**Run 1: the metal 3 layer**

Cells faint in the background.
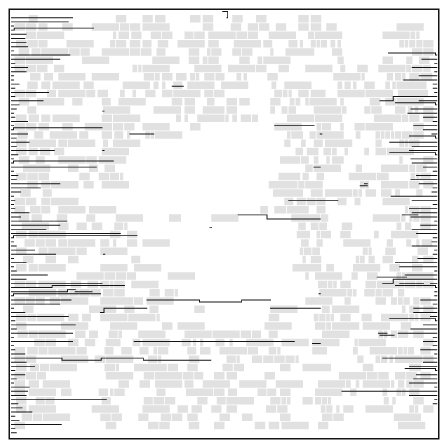
**Run 1: clock network drawn from the DEF**

The bar under the picture is 50 um long.
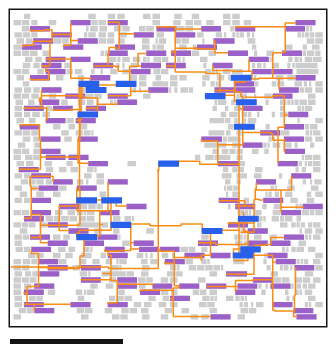
**Run 1: routed metal per tile**

The bar under the picture is 50 um long. 28 x 28 tiles, from white (low) to dark blue (high), scaled to the fullest tile. Values are wire area over tile area, all layers added.
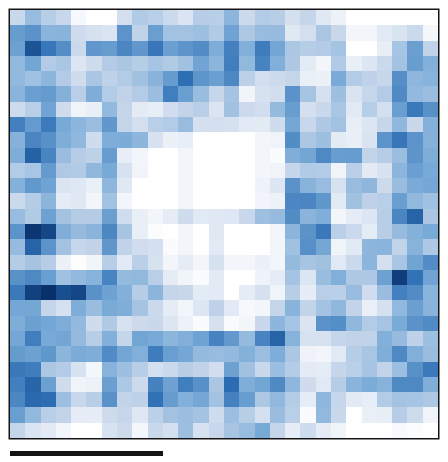
**Run 1: layout detail**

Window x 50 to 90, y 50 to 90 um. Cells in grey, sequential cells in the stronger grey; small squares are vias.
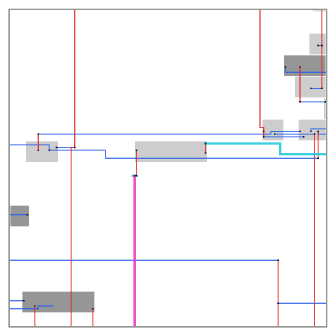
--- src/rtl/mem_stage.sv ---
// MEM pipeline stage: bus master FSM for LDW/STW plus the MEM/WB pipeline register.
// Optional MEM_BUS_TIMEOUT_EN abandons a bus access stuck for 255 cycles and reports BUS_ERR.
module mem_stage (
   input  logic        clk,
   input  logic        reset,
   input  logic        stall,
   input  logic        flush,
   output logic        busy,
   input  logic [29:0] ex_pc,
   input  logic        ex_en,
   input  logic        ex_br_flag,
   input  logic [1:0]  ex_mem_op,
   input  logic [31:0] ex_mem_wr_data,
   input  logic [1:0]  ex_ctrl_op,
   input  logic [4:0]  ex_dst_addr,
   input  logic        ex_gpr_we_,
   input  logic [2:0]  ex_exp_code,
   input  logic [31:0] ex_out,
   output logic        bus_req_,
   input  logic        bus_grnt_,
   output logic        bus_as_,
   output logic        bus_rw,
   output logic [29:0] bus_addr,
   output logic [31:0] bus_wr_data,
   input  logic [31:0] bus_rd_data,
   input  logic        bus_rdy_,
   output logic [29:0] mem_pc,
   output logic        mem_en,
   output logic        mem_br_flag,
   output logic [1:0]  mem_ctrl_op,
   output logic [4:0]  mem_dst_addr,
   output logic        mem_gpr_we_,
   output logic [2:0]  mem_exp_code,
   output logic [31:0] mem_out
);

   localparam logic [1:0] MEM_OP_NOP     = 2'h0;
   localparam logic [1:0] MEM_OP_LDW     = 2'h1;
   localparam logic [1:0] MEM_OP_STW     = 2'h2;
   localparam logic [1:0] CTRL_OP_NOP    = 2'h0;
   localparam logic [2:0] EXP_NO_EXP     = 3'h0;
   localparam logic [2:0] EXP_MISS_ALIGN = 3'h4;
   localparam logic [2:0] EXP_BUS_ERR    = 3'h7;
   localparam logic       DISABLE_       = 1'b1;
   localparam logic       READ           = 1'b1;
   localparam logic       WRITE          = 1'b0;

   typedef enum logic [1:0] {
      ST_IDLE,
      ST_REQ,
      ST_ACCESS
   } state_t;

   state_t state;
   logic   miss_align;
   logic   pending;
   logic   timeout;

   assign miss_align = (ex_mem_op != MEM_OP_NOP) && (ex_out[1:0] != 2'b00);
   assign pending    = ex_en && (ex_mem_op != MEM_OP_NOP) &&
                       (ex_exp_code == EXP_NO_EXP) && (ex_out[1:0] == 2'b00);

`ifdef MEM_BUS_TIMEOUT_EN
   logic [7:0] tmo_cnt;

   always_ff @(posedge clk or negedge reset) begin
      if (!reset) begin
         tmo_cnt <= '0;
      end else if (state == ST_IDLE) begin
         tmo_cnt <= '0;
      end else begin
         tmo_cnt <= tmo_cnt + 8'd1;
      end
   end

   assign timeout = (state != ST_IDLE) && (tmo_cnt == 8'hFF);
`else
   assign timeout = 1'b0;
`endif

   // Request/busy must react in the same cycle the access appears, so they stay combinational.
   always_comb begin
      busy     = 1'b0;
      bus_req_ = 1'b1;
      if (reset && !timeout) begin
         case (state)
            ST_IDLE: begin
               busy     = pending;
               bus_req_ = !pending;
            end
            ST_REQ: begin
               busy     = 1'b1;
               bus_req_ = 1'b0;
            end
            ST_ACCESS: begin
               busy     = bus_rdy_;
               bus_req_ = 1'b0;
            end
            default: begin
               busy     = 1'b0;
               bus_req_ = 1'b1;
            end
         endcase
      end
   end

   always_ff @(posedge clk or negedge reset) begin
      if (!reset) begin
         state       <= ST_IDLE;
         bus_as_     <= 1'b1;
         bus_rw      <= READ;
         bus_addr    <= '0;
         bus_wr_data <= '0;
      end else begin
         bus_as_ <= 1'b1;
         if (timeout) begin
            state       <= ST_IDLE;
            bus_rw      <= READ;
            bus_addr    <= '0;
            bus_wr_data <= '0;
         end else begin
            case (state)
               ST_IDLE: begin
                  if (pending) state <= ST_REQ;
               end
               ST_REQ: begin
                  if (!bus_grnt_) begin
                     state       <= ST_ACCESS;
                     bus_as_     <= 1'b0;
                     bus_rw      <= (ex_mem_op == MEM_OP_STW) ? WRITE : READ;
                     bus_addr    <= ex_out[31:2];
                     bus_wr_data <= ex_mem_wr_data;
                  end
               end
               ST_ACCESS: begin
                  if (!bus_rdy_) begin
                     state       <= ST_IDLE;
                     bus_rw      <= READ;
                     bus_addr    <= '0;
                     bus_wr_data <= '0;
                  end
               end
               default: state <= ST_IDLE;
            endcase
         end
      end
   end

   always_ff @(posedge clk or negedge reset) begin
      if (!reset) begin
         mem_pc       <= '0;
         mem_en       <= 1'b0;
         mem_br_flag  <= 1'b0;
         mem_ctrl_op  <= CTRL_OP_NOP;
         mem_dst_addr <= '0;
         mem_gpr_we_  <= DISABLE_;
         mem_exp_code <= EXP_NO_EXP;
         mem_out      <= '0;
      end else if (!stall) begin
         if (flush) begin
            mem_pc       <= '0;
            mem_en       <= 1'b0;
            mem_br_flag  <= 1'b0;
            mem_ctrl_op  <= CTRL_OP_NOP;
            mem_dst_addr <= '0;
            mem_gpr_we_  <= DISABLE_;
            mem_exp_code <= EXP_NO_EXP;
            mem_out      <= '0;
         end else begin
            mem_pc       <= ex_pc;
            mem_en       <= ex_en;
            mem_br_flag  <= ex_br_flag;
            mem_ctrl_op  <= ex_ctrl_op;
            mem_dst_addr <= ex_dst_addr;
            if (ex_exp_code != EXP_NO_EXP) begin
               mem_exp_code <= ex_exp_code;
               mem_gpr_we_  <= ex_gpr_we_;
               mem_out      <= ex_out;
            end else if (miss_align) begin
               mem_exp_code <= EXP_MISS_ALIGN;
               mem_gpr_we_  <= DISABLE_;
               mem_out      <= '0;
            end else if (timeout) begin
               mem_exp_code <= EXP_BUS_ERR;
               mem_gpr_we_  <= DISABLE_;
               mem_out      <= '0;
            end else begin
               // The pipeline is held by busy until the ready cycle, so the last capture holds the load data.
               mem_exp_code <= EXP_NO_EXP;
               mem_gpr_we_  <= ex_gpr_we_;
               mem_out      <= (pending && ex_mem_op == MEM_OP_LDW) ? bus_rd_data : ex_out;
            end
         end
      end
   end

endmodule

--- config.mk ---
export PLATFORM = sky130hd
export DESIGN_NAME = mem_stage
export DESIGN_NICKNAME = d
export VERILOG_FILES = /design/src/rtl/mem_stage.sv
export SDC_FILE = /design/constraint.sdc
export NUM_CORES = 1
export LEC_CHECK = 0
export CAP_MARGIN = 15
export CELL_PAD_IN_SITES_DETAIL_PLACEMENT = 0
export CELL_PAD_IN_SITES_GLOBAL_PLACEMENT = 1
export CORE_UTILIZATION = 30
export CTS_CLUSTER_SIZE = 8
export DETAILED_ROUTE_END_ITERATION = 8
export GPL_TIMING_DRIVEN = 0
export PLACE_DENSITY_LB_ADDON = 0.25
export REMOVE_ABC_BUFFERS = 1
export SETUP_SLACK_MARGIN = 0.02
export SYNTH_ARGS = -nofsm -noshare
export SYNTH_HDL_FRONTEND = slang
export SYNTH_SLANG_ARGS = --single-unit
--- constraint.sdc ---
create_clock -name clk -period 1.8 [get_ports clk]
set_input_delay 0.27 -clock clk [delete_from_list [all_inputs] [get_ports clk]]
set_output_delay 0.27 -clock clk [all_outputs]
set_load 0.01 [all_outputs]
==> tab_implementation.tex, run 1 <==
% Yosys + OpenROAD metrics
\begin{tabular}{lr}
\hline
Metric & Value \\
\hline
\multicolumn{2}{l}{\textbf{Run status}} \\
\quad Result of the run & finished, violations left \\
\quad Failing checks & hold timing \\
\multicolumn{2}{l}{\textbf{Placed design}} \\
\quad Detailed-placement wirelength estimate & about 12 mm \\
\quad Buffers on Ports & roughly 290 \\
\quad Placement Setup Slack & -1160 ps \\
\quad Area of placed instances & 8860 sq um \\
\quad Cell count after placement & around 1000 \\
\multicolumn{2}{l}{\textbf{Synthesis}} \\
\quad Top cell type by total area after synthesis & sky130\_fd\_sc\_hd\_\_dfrtp\_1 \\
\quad Most frequent cell after synthesis & sky130\_fd\_sc\_hd\_\_dfrtp\_1 \\
\quad Number of cells in Yosys stat & approximately 490 \\
\quad Post-synth EDFFs & 0 \\
\quad Cell variety after synth & 36 \\
\quad Area of the mapped netlist & roughly 5700 sq um \\
\quad Portion of synthesized cell area occupied by the leading cell type & 60.2\% \\
\quad Largest cells by area after synthesis & sky130\_fd\_sc\_hd\_\_dfrtp\_1 (60\%), sky130\_fd\_sc\_hd\_\_a22o\_1 (9.5\%), sky130\_fd\_sc\_hd\_\_mux2i\_1 (5.4\%) \\
\quad Share of synthesized registers carrying an async set or reset & 100\% \\
\quad Main flop type after synthesis & sky130\_fd\_sc\_hd\_\_dfrtp\_1 \\
\quad Synth flops & 141 \\
\quad Chip area line of the yosys report & 5730 sq um \\
\quad Count of mapped cells out of synthesis & a little under 500 \\
\quad Part of the Yosys area used for sequential elements & approximately three fifths \\
\multicolumn{2}{l}{\textbf{Min path}} \\
\quad Min-Delay Path Class & in2async \\
\multicolumn{2}{l}{\textbf{Timing}} \\
\quad Final setup violation count & 0 \\
\quad Final worst slack & about 57 ps \\
\quad Unrepaired setup endpoints after global routing & false \\
\quad Worst max-slew margin expressed relative to the limit & a little over half \\
\quad Final worst clock skew & approximately 13 ps \\
\quad Slew @ Worst Pin & 686 ps \\
\quad Final total negative setup slack & 0 ps \\
\quad Final critical delay including setup and external delays & approximately 1700 ps \\
\quad Final period utilization & between 90\% and 100\% \\
\quad Final hold violation count & 51 \\
\quad Hold slack & -189 ps \\
\multicolumn{2}{l}{\textbf{Cells and area}} \\
\quad Gate Area & 2090 sq um \\
\quad Fraction of area in clock buffers and inverters & 6.29\% \\
\quad Share of final-layout standard cells stronger than drive strength 1 & 12.1\% \\
\quad Register Area & $\sim$3500 sq um \\
\quad Top Layout Cells & sky130\_fd\_sc\_hd\_\_clkdlybuf4s50\_1 (273), sky130\_fd\_sc\_hd\_\_dfrtp\_1 (136), sky130\_fd\_sc\_hd\_\_nand2\_1 (76) \\
\quad Combinational fraction of the cell area & a little over a fifth \\
\quad Flop count & $\sim$140 \\
\quad Final-layout clock buffer total & 20 \\
\quad Ant. Diodes & 0 \\
\quad Commonest Layout Cell & sky130\_fd\_sc\_hd\_\_clkdlybuf4s50\_1 \\
\quad Multi-input comb cells & 314 \\
\quad Non-clock buffer share of cell area & 31.9\% \\
\quad Layout-stage area growth over the synthesis result & 67.3\% \\
\quad Layout net count & approximately 930 \\
\multicolumn{2}{l}{\textbf{Setup path}} \\
\quad Critical path launch point type & flip-flop \\
\quad Reg2Reg Launch Point & state[0]\$\_DFFE\_PN0P\_ \\
\quad Worst reg2reg endpoint & bus\_addr[14]\$\_DFFE\_PN0P\_ \\
\quad Cells on worst reg2reg path & 5 \\
\quad Worst path max stage delay & between 500 and 600 ps \\
\quad WP data required & $\sim$1500 ps \\
\quad Critical path class & reg2out \\
\quad Sequence of cells on the critical path & clkdlybuf4s50\_1 \\
\quad Number of logic stages on the critical path including buffering & 1 \\
\quad End point of the critical path & mem\_gpr\_we\_ \\
\quad Critical path fanouts, max & 2 \\
\quad Worst Setup End Kind & primary output \\
\multicolumn{2}{l}{\textbf{Drt}} \\
\quad Detail Route Antenna Nets & 0 \\
\quad First-pass iteration count of the detailed router & 4 \\
\multicolumn{2}{l}{\textbf{Clock tree}} \\
\quad TritonCTS Sinks & 141 \\
\quad Cell at the root of the clock tree & sky130\_fd\_sc\_hd\_\_clkbuf\_16 \\
\quad Maximum clock path buffer count & 2 \\
\quad TritonCTS Buffers & 17 \\
\quad CTS tree & done \\
\quad Clock slew seen by the registers of the worst setup and hold paths & approximately 60 ps \\
\quad CTS resizes & about 41 \\
\multicolumn{2}{l}{\textbf{GRT}} \\
\quad Via count of the first global-routing pass & just over 5000 \\
\quad Largest net degree at the start of global routing & approximately 89 \\
\quad Global route overflow & 0 \\
\quad Wire length of the first global-routing pass & about 29 mm \\
\quad Met1 track demand over resource & between 20\% and 30\% \\
\multicolumn{2}{l}{\textbf{Power and ir drop}} \\
\quad Total power draw & between 9 and 10 mW \\
\quad Pwr/cell area & between 900 and 1000 nW/um\^{}2 \\
\quad Largest vdd supply drop & approximately 0.65 mV \\
\multicolumn{2}{l}{\textbf{Run}} \\
\quad Max-cap violations & 0 \\
\multicolumn{2}{l}{\textbf{Floorplanning}} \\
\quad Total I/O pin count & approximately 290 \\
\quad Init Core Util & 30.6\% \\
\quad Chip area & about 20000 sq um \\
\hline
\end{tabular}
Back to the opening pictures, 'the metal 3 layer':
The layer carries 1750 um of wire. The wires run mostly horizontal.
number of vias in the routed layout: 4888
drt total wl: 18.3 mm
GR met3 Demand/Resource: 6.84%

Back to the opening pictures, 'clock network drawn from the DEF':
cells driving clock nets: drawn in blue, count 17. flip-flops: drawn in purple, count 141. clock wires: drawn in orange, length 2030 um.
Position of the flops: spread over the die.
clock network power share: 37.8%
Clk. pwr: 3.59 mW
clk latency late pin: 420 ps

Back to the opening pictures, 'routed metal per tile':
The emptiest ninth of the die: middle. The fullest tile reaches 0.47. 7.9% of the tiles are nearly empty. The mean over all tiles is 0.15. 21% of the tiles are over half the peak.
overall fraction of global-route tracks in use: 19.0%
drt wl/cell: 17.8 um

Back to the opening pictures, 'layout detail':
met4: drawn in magenta. met2: drawn in red. met1: drawn in blue. met3: drawn in cyan.
Sequential cells in the window: 2. Netlist names of flops here include bus_rw (1), mem_out (1). 6 logic cells have their middle in the window. Most frequent: nor2_4 (2).

==> run 1: power breakdown <==
group	switching, mW	internal (mW)	total (mW)
Sequential	0.250	3.60	3.85
Clock	1.43	2.16	3.59
Combinational	0.786	1.28	2.06
Total	2.46	7.04	9.50
==> run 1: layer usage <==
layer | vias to the layer above | share of wire, %
met1 | 2350 | 43
met5 | - | 0
met4 | 0 | 0.87
li1 | 2298 | -
met3 | 11 | 9.6
met2 | 229 | 46
==> run 1: worst register-to-register path, delay by kind of cell (launching register included) <==
family	cells	cell delay, ps
DFF	1	440
buffers and inverters	2	360
and+or+nand+nor	2	550
AOI/OAI and AO/OA	1	200
==> run 1: cell families after synthesis <==
family / after synthesis / share of synthesized area, %
compound gates: 142 / 17.9
buf+inv: 39 / 3.08
flops: 141 / 61.6
mux: 31 / 5.41
simple gates: 139 / 12.0
==> run 1 -> run 2 <==
--- a/config.mk
+++ b/config.mk
@@ -9,7 +9,7 @@
 export CELL_PAD_IN_SITES_DETAIL_PLACEMENT = 0
 export CELL_PAD_IN_SITES_GLOBAL_PLACEMENT = 1
 export CORE_UTILIZATION = 30
-export CTS_CLUSTER_SIZE = 8
+export CTS_CLUSTER_SIZE = 24
 export DETAILED_ROUTE_END_ITERATION = 8
 export GPL_TIMING_DRIVEN = 0
 export PLACE_DENSITY_LB_ADDON = 0.25
**Run 2: the metal 3 layer**

Cells faint in the background.
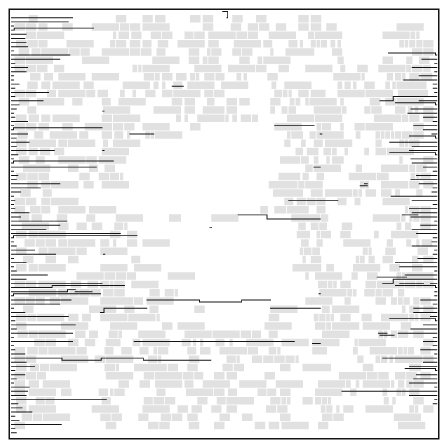
The layer holds 9.6% of the routed length. The wires run mostly horizontal. The layer carries 1750 um of wire. The longest straight run is 52.4 um.

==> tab_implementation.tex, run 2 <==
% Yosys + OpenROAD metrics
\begin{tabular}{lr}
\hline
Metric & Value \\
\hline
\multicolumn{2}{l}{\textbf{Run status}} \\
\quad Result of the run & finished, violations left (unchanged) \\
\quad Failing checks & hold timing (unchanged) \\
\multicolumn{2}{l}{\textbf{Power and ir drop}} \\
\quad Combinational share of power & 21.7\% (about the same) \\
\quad Total power draw & 9.50 mW (unchanged) \\
\quad Reported sequential group power & 3.85 mW (about the same) \\
\quad Internal Dissipation & 7.04 mW (unchanged) \\
\multicolumn{2}{l}{\textbf{Synthesis}} \\
\quad Area of the mapped netlist & 5730 sq um (unchanged) \\
\quad Share of synthesized registers carrying an async set or reset & 100\% (unchanged) \\
\quad Main flop type after synthesis & sky130\_fd\_sc\_hd\_\_dfrtp\_1 (unchanged) \\
\quad Largest cells by area after synthesis & sky130\_fd\_sc\_hd\_\_dfrtp\_1 (60\%), sky130\_fd\_sc\_hd\_\_a22o\_1 (9.5\%), sky130\_fd\_sc\_hd\_\_mux2i\_1 (5.4\%) (unchanged) \\
\quad Post-synth EDFFs & 0 (unchanged) \\
\quad Count of mapped cells out of synthesis & 492 (unchanged) \\
\quad Cell variety after synth & 36 (unchanged) \\
\multicolumn{2}{l}{\textbf{Cells and area}} \\
\quad Final-layout clock buffer total & 20 (unchanged) \\
\quad Combinational fraction of the cell area & 21.8\% (unchanged) \\
\quad Fraction of area in clock buffers and inverters & 6.29\% (unchanged) \\
\quad Layout net count & 927 (unchanged) \\
\quad Multi-input comb cells & 314 (unchanged) \\
\quad Flop count & 141 (unchanged) \\
\multicolumn{2}{l}{\textbf{Run}} \\
\quad Max-cap violations & 0 (unchanged) \\
\multicolumn{2}{l}{\textbf{Min path}} \\
\quad Min-Delay Path Class & in2async (unchanged) \\
\multicolumn{2}{l}{\textbf{Setup path}} \\
\quad Cells on worst reg2reg path & 5 (unchanged) \\
\quad Worst reg2reg endpoint & bus\_addr[14]\$\_DFFE\_PN0P\_ (unchanged) \\
\quad End point of the critical path & mem\_gpr\_we\_ (unchanged) \\
\quad Critical path fanouts, max & 2 (unchanged) \\
\quad Critical path class & reg2out (unchanged) \\
\quad Reg2Reg Launch Point & state[0]\$\_DFFE\_PN0P\_ (unchanged) \\
\multicolumn{2}{l}{\textbf{Floorplanning}} \\
\quad Init Core Util & 30.6\% (unchanged) \\
\multicolumn{2}{l}{\textbf{GRT}} \\
\quad Global route overflow & 0 (unchanged) \\
\quad Largest net degree at the start of global routing & 89 (unchanged) \\
\multicolumn{2}{l}{\textbf{Placed design}} \\
\quad Detailed-placement wirelength estimate & 12.1 mm (unchanged) \\
\quad Buffers on Ports & 287 (unchanged) \\
\multicolumn{2}{l}{\textbf{Timing}} \\
\quad Unrepaired setup endpoints after global routing & false (unchanged) \\
\quad Final hold violation count & 51 (unchanged) \\
\quad Final worst slack & 57.4 ps (unchanged) \\
\quad Slew @ Worst Pin & 686 ps (unchanged) \\
\quad Final critical delay including setup and external delays & 1740 ps (unchanged) \\
\quad Hold slack & -189 ps (unchanged) \\
\quad Worst max-slew margin expressed relative to the limit & 54.3\% (unchanged) \\
\multicolumn{2}{l}{\textbf{Clock tree}} \\
\quad CTS tree & done (unchanged) \\
\quad TritonCTS Buffers & 17 (unchanged) \\
\quad CTS resizes & 41 (unchanged) \\
\quad Clk latency late pin & 420 ps (about the same) \\
\multicolumn{2}{l}{\textbf{Drt}} \\
\quad Detail Route Antenna Nets & 0 (unchanged) \\
\quad Number of vias in the routed layout & 4888 (unchanged) \\
\quad Drt wl/cell & 17.8 um (unchanged) \\
\hline
\end{tabular}
run 2: metrics by stage:
step | setup TNS, ps | instance area, sq um | instances
floorplan | -120560 | 5560 | 455
global placement | -1195190 | 8730 | 976
detailed placement | -95360 | 8860 | 981
CTS | 0 | 9580 | 1024
global route | 0 | 9590 | 1027
finish | 0 | 9590 | 1027
run 2: logic make-up after synthesis:
family / count (synthesis) / share of synthesized area, %
AND-OR/OR-AND: 142 / 17.9
flip-flops: 141 / 61.6
AND/OR/NAND/NOR: 139 / 12.0
buffers and inverters: 39 / 3.08
multiplexers: 31 / 5.41
run 2: layer usage:
layer	vias to the layer above	wire, um
met5	-	0
met2	229	8440
li1	2298	-
met1	2350	7960
met4	0	159
met3	11	1750
==> run 2 -> run 3 <==
==> constraint.sdc (replaced) <==
create_clock -name clk -period 1.9 [get_ports clk]
set_input_delay 0.285 -clock clk [delete_from_list [all_inputs] [get_ports clk]]
set_output_delay 0.285 -clock clk [all_outputs]
set_load 0.01 [all_outputs]
**Run 3: the clock network**

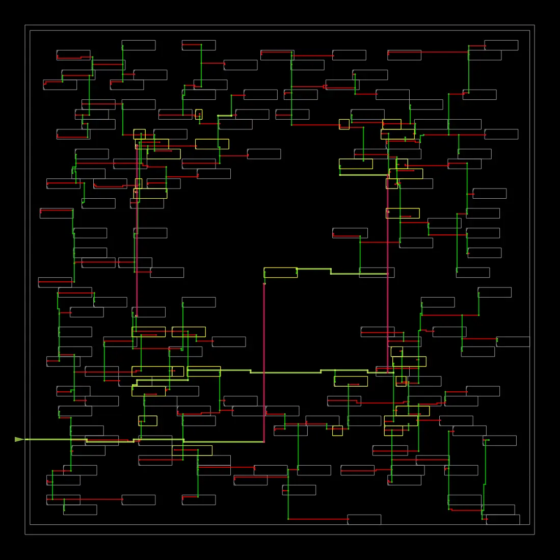
TritonCTS Buffers: 17
TritonCTS Sinks: 141
flop count: 141
Clk. pwr: 3.40 mW

==> tab_implementation.tex, run 3 <==
% Yosys + OpenROAD metrics
\begin{tabular}{lr}
\hline
Metric & Value \\
\hline
\multicolumn{2}{l}{\textbf{Drt}} \\
\quad Number of vias in the routed layout & 4859 (was 4888) \\
\quad First-pass iteration count of the detailed router & 4 (unchanged) \\
\quad Detail Route Antenna Nets & 0 (unchanged) \\
\multicolumn{2}{l}{\textbf{Cells and area}} \\
\quad Register Area & 3530 sq um (about the same) \\
\quad Layout-stage area growth over the synthesis result & 67.1\% (was 67.3\%) \\
\quad Share of final-layout standard cells stronger than drive strength 1 & 11.0\% (was 12.1\%) \\
\quad Top Layout Cells & sky130\_fd\_sc\_hd\_\_clkdlybuf4s50\_1 (274), sky130\_fd\_sc\_hd\_\_dfrtp\_1 (137), sky130\_fd\_sc\_hd\_\_nand2\_1 (76) (was sky130\_fd\_sc\_hd\_\_clkdlybuf4s50\_1 (273), sky130\_fd\_sc\_hd\_\_dfrtp\_1 (136), sky130\_fd\_sc\_hd\_\_nand2\_1 (76)) \\
\quad Fraction of area in clock buffers and inverters & 6.30\% (was 6.29\%) \\
\quad Ant. Diodes & 0 (unchanged) \\
\quad Multi-input comb cells & 314 (unchanged) \\
\quad Non-clock buffer share of cell area & 31.8\% (was 31.9\%) \\
\multicolumn{2}{l}{\textbf{Timing}} \\
\quad Slew @ Worst Pin & 672 ps (was 686 ps) \\
\quad Hold slack & -169 ps (was -189 ps) \\
\quad Final period utilization & between 90\% and 100\% \\
\quad Final worst clock skew & 11.9 ps (was 13.1 ps) \\
\quad Final hold violation count & 51 (unchanged) \\
\quad Final critical delay including setup and external delays & approximately 1800 ps \\
\quad Final setup violation count & 0 (unchanged) \\
\multicolumn{2}{l}{\textbf{Power and ir drop}} \\
\quad Reported sequential group power & 3.65 mW (was 3.85 mW) \\
\quad Relative contribution of sequential cells to total power & 40.5\% (about the same) \\
\multicolumn{2}{l}{\textbf{Synthesis}} \\
\quad Main flop type after synthesis & sky130\_fd\_sc\_hd\_\_dfrtp\_1 (unchanged) \\
\quad Count of mapped cells out of synthesis & 492 (unchanged) \\
\quad Largest cells by area after synthesis & sky130\_fd\_sc\_hd\_\_dfrtp\_1 (60\%), sky130\_fd\_sc\_hd\_\_a22o\_1 (9.5\%), sky130\_fd\_sc\_hd\_\_mux2i\_1 (5.4\%) (unchanged) \\
\quad Part of the Yosys area used for sequential elements & 61.6\% (unchanged) \\
\multicolumn{2}{l}{\textbf{Run}} \\
\quad Max-cap violations & 0 (unchanged) \\
\multicolumn{2}{l}{\textbf{Run status}} \\
\quad Failing checks & hold timing (unchanged) \\
\quad Result of the run & finished, violations left (unchanged) \\
\multicolumn{2}{l}{\textbf{Placed design}} \\
\quad Cell count after placement & 981 (unchanged) \\
\multicolumn{2}{l}{\textbf{Clock tree}} \\
\quad CTS tree & done (unchanged) \\
\quad Maximum clock path buffer count & 2 (unchanged) \\
\quad Cell at the root of the clock tree & sky130\_fd\_sc\_hd\_\_clkbuf\_16 (unchanged) \\
\multicolumn{2}{l}{\textbf{GRT}} \\
\quad Global route overflow & 0 (unchanged) \\
\quad Largest net degree at the start of global routing & 89 (unchanged) \\
\quad Overall fraction of global-route tracks in use & 18.9\% (was 19.0\%) \\
\quad Wire length of the first global-routing pass & 28.5 mm (was 28.6 mm) \\
\multicolumn{2}{l}{\textbf{Floorplanning}} \\
\quad Chip area & 19700 sq um (unchanged) \\
\multicolumn{2}{l}{\textbf{Setup path}} \\
\quad Reg2Reg Launch Point & state[1]\$\_DFFE\_PN0P\_ (was state[0]\$\_DFFE\_PN0P\_) \\
\hline
\end{tabular}
## run 3: logic make-up (layout without fill, tap and decap cells)
group / after synthesis / count (layout) / share of synthesized area [%]
flip-flops: 141 / 141 / 61.6
AND-OR/OR-AND: 142 / 142 / 17.9
buffers and inverters: 39 / 333 / 3.08
multiplexers: 31 / 31 / 5.41
AND/OR/NAND/NOR: 139 / 141 / 12.0
## run 3: per-layer routing
metal  vias up  GRT usage [%]  wire [um]  share of wire, %
li1       2286              -          -                 -
met1      2335           24.6       7920                44
met2       229           29.8       8360                46
met3         9           6.84       1730               9.5
met4         0           4.86        144              0.79
met5         -              0          0                 0
## run 3: repair_timing
action / CTS / global route
pin swaps: 9 / 8
cloned: 2 / 0
endpoints found under the hold margin: 51 / 51
gates resized: 32 / 13
endpoints found under the setup margin: 97 / 39
setup buffers: 5 / 2
Power is estimated from default activity; no workload was simulated.
